===== config.mk =====
export PLATFORM = sky130hd
export DESIGN_NAME = multicycle_control
export DESIGN_NICKNAME = d
export VERILOG_FILES = /design/src/rtl/mips_pkg.sv /design/src/rtl/alu_decoder.sv /design/src/rtl/multicycle_control.sv
export SDC_FILE = /design/constraint.sdc
export NUM_CORES = 1
export LEC_CHECK = 0
export CORE_MARGIN = 5
export CORE_UTILIZATION = 33
export DETAILED_ROUTE_END_ITERATION = 8
export GPL_ROUTABILITY_DRIVEN = 1
export PLACE_DENSITY = 0.86
export SYNTH_ARGS = -nofsm -noshare
export SYNTH_HDL_FRONTEND = slang
export SYNTH_SLANG_ARGS = --single-unit

===== constraint.sdc =====
create_clock -name Clk -period 2.3 [get_ports Clk]
set_clock_uncertainty 0.1 [all_clocks]
set_input_delay 0.575 -clock Clk [delete_from_list [all_inputs] [get_ports Clk]]
set_output_delay 0.575 -clock Clk [all_outputs]
set_load 0.02 [all_outputs]

===== src/rtl/mips_pkg.sv =====
// Shared encodings for the multicycle MIPS subset: FSM states, opcodes, Funct codes
// and the 2-bit ALU control word consumed by the ALU.
package mips_pkg;

    typedef enum logic [3:0] {
        S_FETCH    = 4'd0,
        S_DECODE   = 4'd1,
        S_MEMADR   = 4'd2,
        S_MEMREAD  = 4'd3,
        S_MEMWB    = 4'd4,
        S_MEMWRITE = 4'd5,
        S_EXECUTE  = 4'd6,
        S_ALUWB    = 4'd7,
        S_BRANCH   = 4'd8,
        S_ADDIEXEC = 4'd9,
        S_ADDIWB   = 4'd10,
        S_JUMP     = 4'd11
    } state_t;

    localparam logic [5:0] OP_RTYPE = 6'b000000;
    localparam logic [5:0] OP_J     = 6'b000010;
    localparam logic [5:0] OP_BEQ   = 6'b000100;
    localparam logic [5:0] OP_ADDI  = 6'b001000;
    localparam logic [5:0] OP_LW    = 6'b100011;
    localparam logic [5:0] OP_SW    = 6'b101011;

    localparam logic [5:0] FUNCT_ADD = 6'b100000;
    localparam logic [5:0] FUNCT_SUB = 6'b100010;
    localparam logic [5:0] FUNCT_AND = 6'b100100;
    localparam logic [5:0] FUNCT_OR  = 6'b100101;

    typedef enum logic [1:0] {
        ALU_AND = 2'b00,
        ALU_OR  = 2'b01,
        ALU_ADD = 2'b10,
        ALU_SUB = 2'b11
    } alu_ctl_t;

    // 2'b11 is unused by the controller and decodes as ADD.
    typedef enum logic [1:0] {
        ALUOP_ADD   = 2'b00,
        ALUOP_SUB   = 2'b01,
        ALUOP_FUNCT = 2'b10
    } alu_op_t;

endpackage


===== src/rtl/alu_decoder.sv =====
// Maps the controller's ALUOp and the instruction Funct field to the ALU control word.
module alu_decoder
    import mips_pkg::*;
(
    input  alu_op_t     alu_op,
    input  logic [5:0]  funct,
    output alu_ctl_t    alu_control
);

    always_comb begin
        alu_control = ALU_ADD;
        case (alu_op)
            ALUOP_ADD: alu_control = ALU_ADD;
            ALUOP_SUB: alu_control = ALU_SUB;
            ALUOP_FUNCT: begin
                case (funct)
                    FUNCT_ADD: alu_control = ALU_ADD;
                    FUNCT_SUB: alu_control = ALU_SUB;
                    FUNCT_AND: alu_control = ALU_AND;
                    FUNCT_OR:  alu_control = ALU_OR;
                    default:   alu_control = ALU_ADD;
                endcase
            end
            default: alu_control = ALU_ADD;
        endcase
    end

endmodule


===== src/rtl/multicycle_control.sv =====
// Moore control FSM for a multicycle MIPS datapath (lw, sw, R-type, beq, addi, j).
// The current state is exported on State for debug and checker binding.
module multicycle_control
    import mips_pkg::*;
(
    input  logic        Clk,
    input  logic        Reset,
    input  logic [5:0]  Opcode,
    input  logic [5:0]  Funct,
    input  logic        Zero,
    output logic [1:0]  ALUControl,
    output logic        ALUSrcA,
    output logic [1:0]  ALUSrcB,
    output logic [1:0]  PCSrc,
    output logic        IorD,
    output logic        RegDst,
    output logic        MemtoReg,
    output logic        IRWrite,
    output logic        MemWrite,
    output logic        RegWrite,
    output logic        PCEn,
    output logic [3:0]  State
);

    state_t   state_q;
    state_t   state_d;
    alu_op_t  alu_op;
    alu_ctl_t alu_ctl;

    always_ff @(posedge Clk or posedge Reset) begin
        if (Reset) begin
            state_q <= S_FETCH;
        end else begin
            state_q <= state_d;
        end
    end

    always_comb begin
        state_d = S_FETCH;
        case (state_q)
            S_FETCH:  state_d = S_DECODE;
            S_DECODE: begin
                case (Opcode)
                    OP_LW, OP_SW: state_d = S_MEMADR;
                    OP_RTYPE:     state_d = S_EXECUTE;
                    OP_BEQ:       state_d = S_BRANCH;
                    OP_ADDI:      state_d = S_ADDIEXEC;
                    OP_J:         state_d = S_JUMP;
                    default:      state_d = S_FETCH;
                endcase
            end
            // Opcode is looked at again here to pick the load or store path.
            S_MEMADR: begin
                if (Opcode == OP_LW) begin
                    state_d = S_MEMREAD;
                end else if (Opcode == OP_SW) begin
                    state_d = S_MEMWRITE;
                end else begin
                    state_d = S_FETCH;
                end
            end
            S_MEMREAD:  state_d = S_MEMWB;
            S_EXECUTE:  state_d = S_ALUWB;
            S_ADDIEXEC: state_d = S_ADDIWB;
            default:    state_d = S_FETCH;
        endcase
    end

    always_comb begin
        alu_op   = ALUOP_ADD;
        ALUSrcA  = 1'b0;
        ALUSrcB  = 2'b00;
        PCSrc    = 2'b00;
        IorD     = 1'b0;
        RegDst   = 1'b0;
        MemtoReg = 1'b0;
        IRWrite  = 1'b0;
        MemWrite = 1'b0;
        RegWrite = 1'b0;
        PCEn     = 1'b0;
        case (state_q)
            S_FETCH: begin
                ALUSrcB = 2'b01;
                IRWrite = 1'b1;
                PCEn    = 1'b1;
            end
            S_DECODE: begin
                ALUSrcB = 2'b11;
            end
            S_MEMADR, S_ADDIEXEC: begin
                ALUSrcA = 1'b1;
                ALUSrcB = 2'b10;
            end
            S_MEMREAD: begin
                IorD = 1'b1;
            end
            S_MEMWB: begin
                MemtoReg = 1'b1;
                RegWrite = 1'b1;
            end
            S_MEMWRITE: begin
                IorD     = 1'b1;
                MemWrite = 1'b1;
            end
            S_EXECUTE: begin
                ALUSrcA = 1'b1;
                alu_op  = ALUOP_FUNCT;
            end
            S_ALUWB: begin
                RegDst   = 1'b1;
                RegWrite = 1'b1;
            end
            S_ADDIWB: begin
                RegWrite = 1'b1;
            end
            // The only input-dependent output: branch taken when the SUB result is zero.
            S_BRANCH: begin
                ALUSrcA = 1'b1;
                alu_op  = ALUOP_SUB;
                PCSrc   = 2'b01;
                PCEn    = Zero;
            end
            S_JUMP: begin
                PCSrc = 2'b10;
                PCEn  = 1'b1;
            end
            default: begin
            end
        endcase
    end

    alu_decoder u_alu_decoder (
        .alu_op      (alu_op),
        .funct       (Funct),
        .alu_control (alu_ctl)
    );

    assign ALUControl = alu_ctl;
    assign State      = state_q;

endmodule


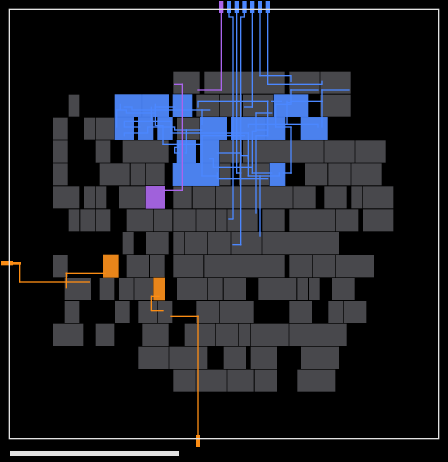
**Above:** port wiring.
The bar under the picture is 20 um long.
port	color	bits	direction	end cells	buffers	wire
`ALUSrcB`	orange	2	output	2	2	38.8 um
`Opcode`	blue	6	input	15	7	306 um
`IorD`	purple	1	output	1	1	27.8 um

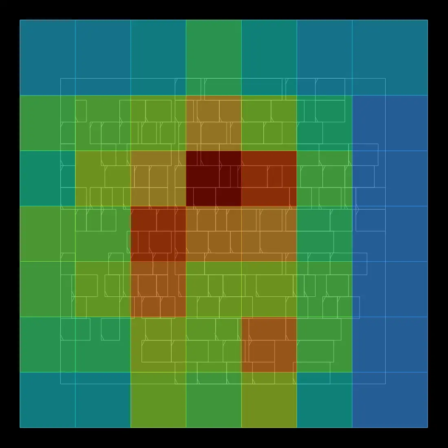
**Above:** congestion heat map.
global routing usage on met3: 1.78%
routed wirelength normalized by instance count: 14.5 um
met1 Use GR: 20.5%
share of the core filled with cells in the final layout: 68.8%
met2 layer usage reported by global route: 27.1%

==> impl_metrics.xml <==
<?xml version="1.0" encoding="UTF-8"?>
<metrics>
  <group name="outcome">
    <metric name="violations_in_the_final_reports" unit="">negative setup slack</metric>
    <metric name="result_of_the_run" unit="">finished with violations</metric>
  </group>
  <group name="synthesis">
    <metric name="topCellsByArea" unit="">dfrtp_1, ha_1, xor2_1</metric>
    <metric name="top_area_cell" unit="">dfrtp_1</metric>
    <metric name="yosysChipArea" unit="um^2">549</metric>
    <metric name="postSynthRegisterBits" unit="">4</metric>
    <metric name="xor_xnor_area_share" unit="%">6.38</metric>
    <metric name="yosys.cell_count.top_type" unit="">inv_1</metric>
    <metric name="synthesis.area_per_instance" unit="um^2">7.63</metric>
    <metric name="postSynthCellCount" unit="">72</metric>
  </group>
  <group name="power">
    <metric name="static-leakage-power" unit="nW">0.489</metric>
    <metric name="combinationalPower" unit="uW">510</metric>
    <metric name="top_pwr_grp" unit="">combinational cells</metric>
    <metric name="net_switching" unit="uW">333</metric>
    <metric name="internal_power" unit="uW">392</metric>
  </group>
  <group name="worst_setup_path">
    <metric name="rrSetupSlack" unit="ns">0.33</metric>
    <metric name="setup.worst_path.class" unit="">flip-flop to output pin</metric>
    <metric name="worst-endpoint-required" unit="ns">1.62</metric>
    <metric name="cp_slowest_cell" unit="">dfrtp_2</metric>
    <metric name="end_kind" unit="">output pin</metric>
  </group>
  <group name="final_timing">
    <metric name="setup_ws" unit="ns">-0.142</metric>
    <metric name="hold_viol_final" unit="">0</metric>
    <metric name="maxSlewViolCount" unit="">0</metric>
    <metric name="final.setup.tns" unit="ns">-0.265</metric>
    <metric name="max_frequency" unit="GHz">0.410</metric>
    <metric name="finalSetupViolations" unit="">3</metric>
  </group>
  <group name="floorplanning">
    <metric name="floorplan.core_util" unit="%">35.6</metric>
    <metric name="floorplan.core_area" unit="um^2">1540</metric>
  </group>
  <group name="final_layout">
    <metric name="n_diodes" unit="">0</metric>
    <metric name="layout.cells.largest_class" unit="">logic gates</metric>
  </group>
  <group name="route">
    <metric name="detail_route.vias_per_cell" unit="">5.28</metric>
    <metric name="drt-initial-drc-count" unit="">21</metric>
  </group>
  <group name="placed_design">
    <metric name="hpwlAfterDp" unit="um">1570</metric>
  </group>
</metrics>
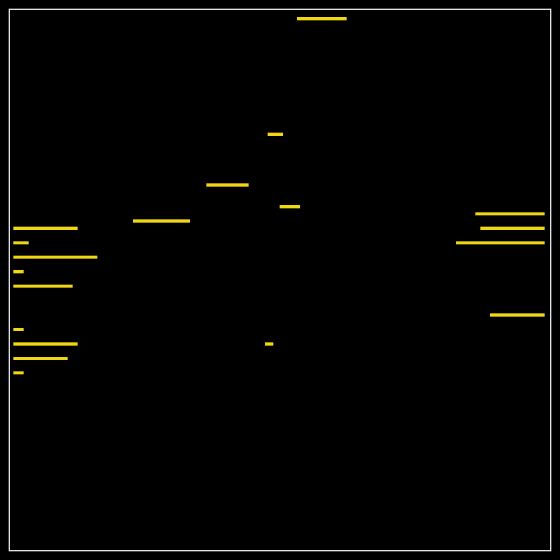
**Above:** the metal 3 layer.
wire length on this layer	73.4 um
longest straight run	8.00 um
share of all routed wire	3.6%
nets with wire on the layer	17

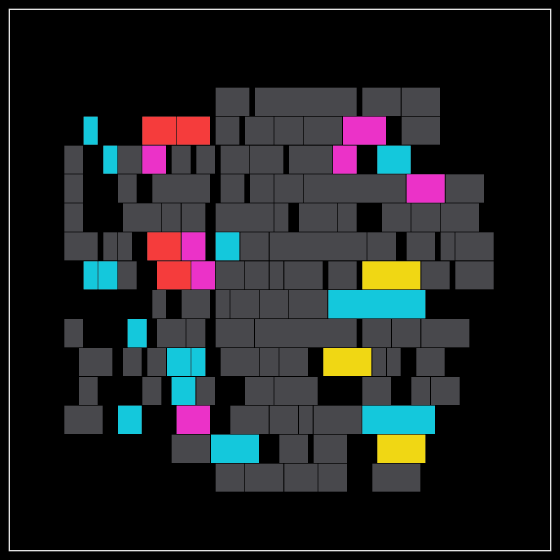
**Above:** selected gate families.
family	color	cells	most used
adder and majority cells	yellow	3	ha_1
XOR/XNOR gates	red	4	xor2_1
AND and OR gates	magenta	7	or3_1
NOR gates	cyan	14	nor2_1
most frequent logic cell in the layout: buf_4
non-filler instance count after layout: 140
logic share of the area: 43.1%

Power and IR drop assume default switching activity.
